[src/rtl/maq_bcd_mod.sv]
//==============================================================================
// Module   : maq_bcd_mod
// Purpose  : Two-digit BCD modulo counter for the digital clock datapath.
//            Counts up or down between MIN_VAL and MAX_VAL with wrap-around,
//            emits a combinational terminal-count carry/borrow for cascading,
//            and accepts a synchronous preset.
// Ports    : maqm_clock    - rising-edge clock
//            maqm_reset    - asynchronous active-low reset
//            maqm_enable   - count tick, one step per cycle while high
//            maqm_down     - 0 = count up, 1 = count down
//            maqm_load     - synchronous preset strobe (beats enable)
//            maqm_load_lsd - preset units digit (BCD)
//            maqm_load_msd - preset tens digit (BCD)
//            maqm_lsd      - current units digit
//            maqm_msd      - current tens digit
//            maqm_carry    - terminal-count pulse for the next stage
//            maqm_load_err - registered pulse flagging a rejected preset
// Revision : 1.0 - initial release
//==============================================================================
`timescale 1ns/1ps
`default_nettype none

module maq_bcd_mod #(
    parameter int MAX_VAL = 59,
    parameter int MIN_VAL = 0,
    parameter int MSD_W   = 3
) (
    input  logic             maqm_clock,
    input  logic             maqm_reset,
    input  logic             maqm_enable,
    input  logic             maqm_down,
    input  logic             maqm_load,
    input  logic [3:0]       maqm_load_lsd,
    input  logic [MSD_W-1:0] maqm_load_msd,
    output logic [3:0]       maqm_lsd,
    output logic [MSD_W-1:0] maqm_msd,
    output logic             maqm_carry,
    output logic             maqm_load_err
);

    // Bounds split into digits so all comparisons stay in BCD.
    localparam logic [3:0]       C_MAX_LSD = 4'(MAX_VAL % 10);
    localparam logic [MSD_W-1:0] C_MAX_MSD = MSD_W'(MAX_VAL / 10);
    localparam logic [3:0]       C_MIN_LSD = 4'(MIN_VAL % 10);
    localparam logic [MSD_W-1:0] C_MIN_MSD = MSD_W'(MIN_VAL / 10);
    localparam logic [MSD_W-1:0] C_MSD_ONE = MSD_W'(1);

    logic [3:0]       lsd_q, lsd_d;
    logic [MSD_W-1:0] msd_q, msd_d;
    logic             load_err_q, load_err_d;

    logic at_max;
    logic at_min;
    logic load_ge_min;
    logic load_le_max;
    logic load_ok;

    assign at_max = (msd_q == C_MAX_MSD) && (lsd_q == C_MAX_LSD);
    assign at_min = (msd_q == C_MIN_MSD) && (lsd_q == C_MIN_LSD);

    // Lexicographic digit compare (tens first, then units) replaces a
    // binary range check on 10*msd+lsd.
    assign load_le_max = (maqm_load_msd < C_MAX_MSD) ||
                         ((maqm_load_msd == C_MAX_MSD) && (maqm_load_lsd <= C_MAX_LSD));

    // A zero lower bound is trivially met; only the 12-hour style bound
    // needs an actual comparison.
    generate
        if (MIN_VAL == 0) begin : g_min_zero
            assign load_ge_min = 1'b1;
        end else begin : g_min_nonzero
            assign load_ge_min = (maqm_load_msd > C_MIN_MSD) ||
                                 ((maqm_load_msd == C_MIN_MSD) && (maqm_load_lsd >= C_MIN_LSD));
        end
    endgenerate

    assign load_ok = (maqm_load_lsd <= 4'd9) && load_ge_min && load_le_max;

    always_comb begin
        lsd_d      = lsd_q;
        msd_d      = msd_q;
        load_err_d = 1'b0;
        if (maqm_load) begin
            if (load_ok) begin
                lsd_d = maqm_load_lsd;
                msd_d = maqm_load_msd;
            end else begin
                load_err_d = 1'b1;
            end
        end else if (maqm_enable) begin
            if (!maqm_down) begin
                if (at_max) begin
                    lsd_d = C_MIN_LSD;
                    msd_d = C_MIN_MSD;
                end else if (lsd_q == 4'd9) begin
                    lsd_d = 4'd0;
                    msd_d = msd_q + C_MSD_ONE;
                end else begin
                    lsd_d = lsd_q + 4'd1;
                end
            end else begin
                if (at_min) begin
                    lsd_d = C_MAX_LSD;
                    msd_d = C_MAX_MSD;
                end else if (lsd_q == 4'd0) begin
                    lsd_d = 4'd9;
                    msd_d = msd_q - C_MSD_ONE;
                end else begin
                    lsd_d = lsd_q - 4'd1;
                end
            end
        end
    end

    always_ff @(posedge maqm_clock or negedge maqm_reset) begin
        if (!maqm_reset) begin
            lsd_q      <= C_MIN_LSD;
            msd_q      <= C_MIN_MSD;
            load_err_q <= 1'b0;
        end else begin
            lsd_q      <= lsd_d;
            msd_q      <= msd_d;
            load_err_q <= load_err_d;
        end
    end

    // Carry is asserted in the cycle before the wrap edge; a load on the
    // same edge pre-empts the wrap, so it suppresses the carry too.
    assign maqm_carry    = maqm_enable & ~maqm_load & (maqm_down ? at_min : at_max);
    assign maqm_lsd      = lsd_q;
    assign maqm_msd      = msd_q;
    assign maqm_load_err = load_err_q;

endmodule

`default_nettype wire

[config.mk]
export PLATFORM = sky130hd
export DESIGN_NAME = maq_bcd_mod
export DESIGN_NICKNAME = d
export VERILOG_FILES = /design/src/rtl/maq_bcd_mod.sv
export SDC_FILE = /design/constraint.sdc
export NUM_CORES = 1
export LEC_CHECK = 0
export CAP_MARGIN = 20
export CELL_PAD_IN_SITES_DETAIL_PLACEMENT = 1
export CELL_PAD_IN_SITES_GLOBAL_PLACEMENT = 2
export CORE_UTILIZATION = 31
export CTS_CLUSTER_SIZE = 24
export DETAILED_ROUTE_END_ITERATION = 8
export PLACE_DENSITY = 0.91
export SKIP_CTS_REPAIR_TIMING = 1
export SLEW_MARGIN = 20
export SYNTH_ARGS = -nofsm -noshare
export SYNTH_HDL_FRONTEND = slang
export SYNTH_SLANG_ARGS = --single-unit
[constraint.sdc]
create_clock -name maqm_clock -period 2.38 [get_ports maqm_clock]
set_clock_uncertainty 0.05 [all_clocks]
set_input_delay 0.595 -clock maqm_clock [delete_from_list [all_inputs] [get_ports maqm_clock]]
set_output_delay 0.595 -clock maqm_clock [all_outputs]
set_load 0.03 [all_outputs]
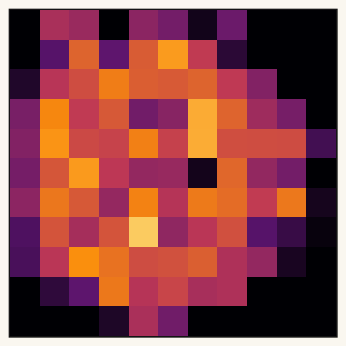
*Placement density heat map, run 1*
Drawn at 6 px/um. The die is cut into 11 by 11 equal tiles; black is low, pale yellow is high, 0 to 100% covered.
- nearly empty tiles: 22%
- tiles over 75% full: 5.8%
- fullest tile: 89%
- mean over tiles: 37%

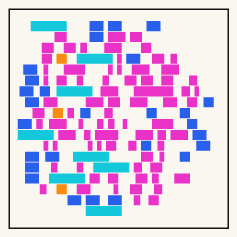
*Placement by cell class, run 1*
Drawn at 4 px/um.
- blue: remaining buffers and delay cells (cells 27; share of their area 23%)
- magenta: remaining logic cells (cells 77; share of their area 56%)
- orange: clock-net drivers (cells 3; share of their area 2.1%)
- cyan: registers (cells 8; share of their area 19%)

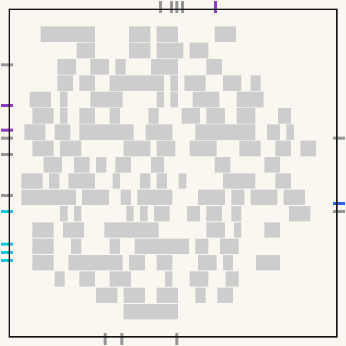
*Pin map, run 1*
Drawn at 6 px/um. Pins as bars across the die edge, other pins in grey.
- blue: maqm_down (pins 1; direction input; edge right)
- cyan: maqm_load_lsd (pins 4; direction input; edge left)
- purple: maqm_load_msd (pins 3; direction input; edge 2 left, 1 top)
- all pins by edge: 10 left, 5 top, 3 right, 3 bottom
PortBufs: 20
die span in y: 54.4 um
Die X-Extent: 54.4 um

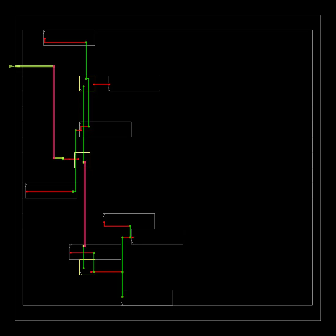
*The clock network, run 1*
Clock Buffer Count: 3
Clock Power: 0.000107 W
Late-Pin Clk Latency: 260 ps

[run 1: kinds of logic after synthesis]
group	count (synthesis)	share of synthesized area [%]
buffers and inverters	13	8.54
xor gates and xnor gates	2	2.06
muxes	2	2.50
and+or+nand+nor	25	20.6
DFF	8	23.6
adders and majority gates	4	5.89
AOI/OAI and AO/OA	36	36.8
[run 1: stage by stage]
step / utilization (%) / worst slack, ps / cell area, sq um / hold WS, ps / power [W]
finish: 44.3 / 154 / 1120 / 510 / 0.000816
global route: 44.3 / 48.6 / 1120 / 554 / 0.000878
CTS: 44.3 / 130 / 1120 / 524 / 0.000828
detailed placement: 43.4 / 112 / 1090 / 505 / 0.000715
global placement: 43.4 / 123 / 1090 / 497 / 0.000702
floorplan: - / 70.9 / 850 / 249 / 0.000556
[run 1: flip-flops by register name (all words and copies together), names as in the netlist]
signal	count
maqm_msd	3
maqm_load_err	1
maqm_lsd	4
[run 1: power breakdown]
| group | switching [W] | leakage (nW) | internal, W |
|---|---|---|---|
| clock network | 0.0000487 | 0.0138 | 0.0000579 |
| logic | 0.000262 | 0.343 | 0.000216 |
| registers | 0.0000628 | 0.0979 | 0.000169 |
| total | 0.000373 | 0.455 | 0.000443 |
[run 1: per-layer routing]
metal	share of wire, %	up-vias	track usage [%]	routed length (um)
li1	-	394	-	-
met5	0	-	0	0
met2	46	15	27.2	1040
met1	50	384	24.6	1140
met4	1.4	0	8.97	31
met3	2.4	4	0.833	55
[run 1: final cells by class]
cell class	instances	area share [%]
multi-input combinational	69	51.6
timing repair buffer	27	22.4
sequential	8	17.9
tap	30	3.36
inverter	8	2.69
clock buffer	3	2.02
==> results_dict.tcl, run 1 <==
# flow metrics
set metrics [dict create \
    vias 797 \
    fp-row-count 18 \
    grt_pass1_vias 753 \
    synth_flops 8 \
    initCoreUtil_pct 33.7 \
    crit_chain "clkdlybuf4s50_1, inv_2, nand4_1, a21boi_1, buf_4" \
    cts_root_buffer "clkbuf_4" \
    timing.hold.worst.class "flop to flop" \
    drt-total-wl_mm 2.26 \
    relSlewSlack_pct 72.4 \
    synth.top_cells.by_count "8 x dfrtp_1, 7 x a21oi_1, 6 x inv_1, 4 x ha_1, 4 x nand2_1" \
    worstHoldEndpoint "maqm_msd[1]$_DFFE_PN0P_" \
    top_cell_area_share_pct 23.6 \
    grt_max_degree 14 \
    hold_viol_final 0 \
    synth_top_cell_by_area "dfrtp_1" \
    post_drt_wl_per_cell_um 15.6 \
    path_depth 5 \
    drc 0 \
    crit_path_end_kind "output pin" \
    fmax_mhz 449 \
    track_usage_pct 17.6 \
    ff2ff_setup_slack_ps 680 \
    lay_top_count "clkdlybuf4s50_1" \
    finalMaxSlewViolations 0 \
    n_antenna_cell 0 \
    regArea_sq_um 200 \
    cap_violations 0 \
    crit_end "maqm_carry" \
    clk_pin_slew_ps 60 \
    hpwlAfterDp_mm 1.83 \
    syn_avg_cell_area_sq_um 9.44 \
    cts_max_level 1 \
    grt_pass1_wl_mm 3.69 \
    finalSetupViolations 0 \
    critPathLaunch "maqm_down" \
    r2r_start "maqm_msd[1]$_DFFE_PN0P_" \
    drtIter0Drc 8 \
    p_leak_nw 0.455 \
    tool_warnings 29 \
    outcome "finished, final reports clean" \
    power_density_nw_per_um2 731 \
    synthDistinctLibCells 51 \
    lay_top_cells "19 x clkdlybuf4s50_1, 8 x dfrtp_1, 8 x buf_4" \
    nFillCells 304 \
    path_buffers 3 \
    area_delta_synth_final_pct 31.5 \
    final_nets 133 \
    tns_ps 0 \
    irDropWorstVdd_uv 387 \
    viasPerCell 5.50 \
    core_sq_um 2520 \
    ys_area_sq_um 850 \
    final_cells 145 \
    dr.pass1.iters 4 \
    most_common_cell "dfrtp_1" \
    finalCritPeriodShare_pct 93.5 \
    cp.required_ps 1740 \
    min_from "maqm_msd[1]$_DFFE_PN0P_" \
    clock_path_buffers 2 \
    arrival_ps 1580 \
    synthesis.nets 106 \
    ys_seq_share_pct 23.6 \
    topCellsByArea "dfrtp_1 24%, ha_1 5.9%, a21oi_1 4.1%, a221oi_2 3.5%, a2111oi_4 3.2%" \
    period_minus_slack_ps 2230 \
    gp_congestion 0.818 \
    worstPathMaxFanout 4 \
    tritoncts "yes" \
    yosys_warnings 0 \
    logic_area_sq_um 577 \
    ys_cells 90 \
    yosys_most_used_dff "dfrtp_1" \
    startpoint_type "primary input" \
    synthCells 90 \
    tightestPinTransition_ps 409 \
    whs_path_depth 1 \
    grt_overflow 0 \
    syn-cell-area_sq_um 850 \
]
### Signal wires by layer, run 1

Drawn at 4 px/um.
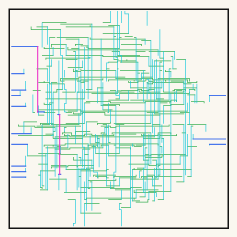

--- run 2 (diff from run 1) ---
--- a/config.mk
+++ b/config.mk
@@ -13,2 +13,3 @@
 export DETAILED_ROUTE_END_ITERATION = 8
+export GPL_ROUTABILITY_DRIVEN = 1
 export PLACE_DENSITY = 0.91
--- a/constraint.sdc
+++ b/constraint.sdc
@@ -4,2 +4,2 @@
 set_output_delay 0.595 -clock maqm_clock [all_outputs]
-set_load 0.03 [all_outputs]
+set_load 0.005 [all_outputs]
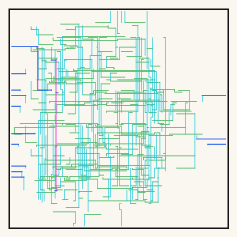
*Signal wires by layer, run 2*
Drawn at 4 px/um.
- green: M1 (wire length 1,070 um)
- cyan: M2 (wire length 1,190 um)
- blue: M3 (wire length 56.1 um)
- magenta: M4 (wire length 43.5 um)
Routed WL: 2.36 mm
routed len/inst: 15.6 um
routed via count: 822
GRT Overall Usage: 18.3%

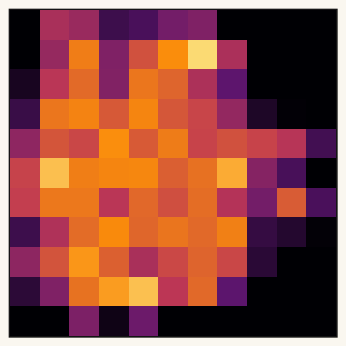
*Placement density heat map, run 2*
Drawn at 6 px/um. The die is cut into 11 by 11 equal tiles; black is low, pale yellow is high, 0 to 100% covered.
- emptiest ninth of the die: upper right
- tiles over 75% full: 6.6%
- nearly empty tiles: 24%
- fullest tile: 92%
- mean over tiles: 39%
core area: 2520 sq um
FP Core Util: 33.7%
final core utilization: 46.6%

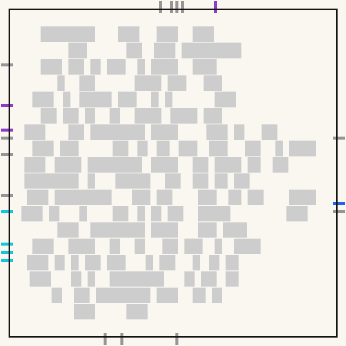
*Pin map, run 2*
Drawn at 6 px/um. Pins as bars across the die edge, other pins in grey.
- cyan: maqm_load_lsd (pins 4; direction input; edge left)
- purple: maqm_load_msd (pins 3; direction input; edge 2 left, 1 top)
- blue: maqm_down (pins 1; direction input; edge right)

==> run 2 against run 1 <==
- sequential power is 9.5% lower
- setup slack gained 68 ps
- register-to-register slack about the same
- routed wire length is 4.0% higher
- first-iteration DRC count fell by 38%
- die size unchanged
- core utilization increased by 2.3 points
- fmax grew 3.1%
- cell count grew 4.1%
- clock power about the same
- worst hold slack improved by 52 ps
==> results_dict.tcl, run 2 <==
# flow metrics
set metrics [dict create \
    portBuffers 20 \
    n_antenna_cell 0 \
    grt_pass1_vias 814 \
    irDropWorstVdd_uv 317 \
    gr-usage-met2_pct 31.1 \
    worstPathMaxFanout 2 \
    most_common_cell "dfrtp_1" \
    use_met3_pct 0.833 \
    cap_violations 0 \
    synth_flops 8 \
    synthTopLogicFamily "AND-OR/OR-AND gates" \
    outcome "finished, final reports clean" \
    top_cell_area_share_pct 23.6 \
    synthCells 90 \
    clk_pin_slew_ps 60 \
    largest_reg_flops 4 \
    final_nets 139 \
    largestPowerGroup "combinational logic" \
    finalSetupViolations 0 \
    dr.pass1.iters 4 \
    tightestPinTransition_ps 439 \
    path_buffers 2 \
    maxUsedRoutingLayer "met4" \
    grt_max_degree 14 \
    dieHeight_um 54.4 \
    ys_cells 90 \
    place_ws_ps -201 \
    combinationalPowerShare_pct 59.7 \
    ff2ff_setup_slack_ps 680 \
    aoi_share_pct 36.8 \
    p_leak_nw 0.507 \
    switching_share_pct 40.4 \
    syn_avg_cell_area_sq_um 9.44 \
    nFillCells 296 \
    ys_seq_share_pct 23.6 \
    powerComb_w 0.000472 \
    yosys_most_used_dff "dfrtp_1" \
    wl_met1_mm 1.07 \
    synth_top_cell_by_area "dfrtp_1" \
    hold_slack_ps 562 \
    cp_top_family "buffers and inverters" \
    cts_max_level 1 \
    synthDistinctLibCells 51 \
    crit_path_end_kind "output pin" \
    clock_path_buffers 2 \
    seq_power_share_pct 26.6 \
    startpoint_type "primary input" \
    hold_viol_final 0 \
    lay_top_count "clkdlybuf4s50_1" \
    synth_simple_gate_area_share_pct 20.6 \
    tool_warnings 29 \
    clock_power_share_pct 13.7 \
    lay_top_cells "18 x clkdlybuf4s50_1, 13 x buf_4, 7 x a21oi_1, 7 x dfrtp_1, 6 x inv_1" \
    ys_sh_mux_pct 2.50 \
    yosys_warnings 0 \
    cp.required_ps 1740 \
    synth.top_cells.by_count "8 x dfrtp_1, 7 x a21oi_1, 6 x inv_1, 4 x ha_1, 4 x nand2_1" \
    period_minus_slack_ps 2160 \
    grt_pass1_wl_mm 3.81 \
    area_delta_synth_final_pct 38.3 \
    met3_length_um 56 \
    relSlewSlack_pct 70.6 \
    fin_ws_ps 222 \
    powerSeq_w 0.000210 \
    dieArea_sq_um 2950 \
    adder_share_pct 5.89 \
    power_switching_w 0.000319 \
    internal-power_w 0.000471 \
    busiest_layer "met2" \
    grt_overflow 0 \
    power_density_nw_per_um2 672 \
    topCellsByArea "dfrtp_1 24%, ha_1 5.9%, a21oi_1 4.1%, a221oi_2 3.5%, a2111oi_4 3.2%" \
    route.met2.wl_mm 1.19 \
    finalMaxSlewViolations 0 \
    insertion_delay_ps 260 \
    viasPerCell 5.44 \
    drtIter0Drc 5 \
    ys_area_sq_um 850 \
    grt_use_met1_pct 23.5 \
    tritoncts "yes" \
    cts_root_buffer "clkbuf_4" \
    crit_chain "clkdlybuf4s50_1, nor2b_2, a21boi_1, dlymetal6s2s_1" \
    arrival_ps 1510 \
    fmax_mhz 463 \
    timing.hold.worst.class "flop to flop" \
    gp_congestion 0.800 \
    fp-row-count 18 \
    hpwlAfterDp_mm 1.92 \
]
-- run 2: final timing paths --
path,startpoint,cells after the start,to
worst max-delay path,maqm_enable,4,maqm_carry
worst min-delay path,maqm_msd[0]$_DFFE_PN0P_,2,maqm_msd[0]$_DFFE_PN0P_
worst max register to register,maqm_msd[1]$_DFFE_PN0P_,6,maqm_msd[2]$_DFFE_PN0P_
worst min register to register,maqm_msd[0]$_DFFE_PN0P_,2,maqm_msd[0]$_DFFE_PN0P_
max in group asynchronous,maqm_reset,1,maqm_lsd[0]$_DFFE_PN0P_
min in group asynchronous,maqm_reset,1,maqm_msd[1]$_DFFE_PN0P_
-- run 2: stage by stage --
stage	utilization, %	instance area [sq um]	instances	setup TNS, ps	total power [W]
5_1_grt	46.6	1170	151	0	0.000854
3_5_place_dp	45.3	1140	148	-201	0.000682
3_3_place_gp	45.3	1140	148	-171	0.000660
4_1_cts	46.2	1160	151	-205	0.000795
2_1_floorplan	-	850	90	0	0.000492
6_report	46.6	1170	151	0	0.000790
-- run 2: cell type report --
| type | count | area (sq um) | share of cell area (%) |
|---|---|---|---|
| Multi-Input combinational cell | 69 | 581 | 49.4 |
| Timing Repair Buffer | 33 | 303 | 25.8 |
| Sequential cell | 8 | 201 | 17.1 |
| Tap cell | 30 | 37.5 | 3.19 |
| Inverter | 8 | 30.0 | 2.56 |
| Clock buffer | 3 | 22.5 | 1.92 |
-- run 2: worst reg2reg max path: cells and delay by family (launching register included) --
family / cells / cell delay (ps)
xor gates and xnor gates: 1 / 150
DFF: 1 / 390
AOI/OAI and AO/OA: 3 / 700
buffers and inverters: 1 / 150
adders and majority gates: 1 / 180
No activity file was given, so power comes from the tool's default toggle rates.
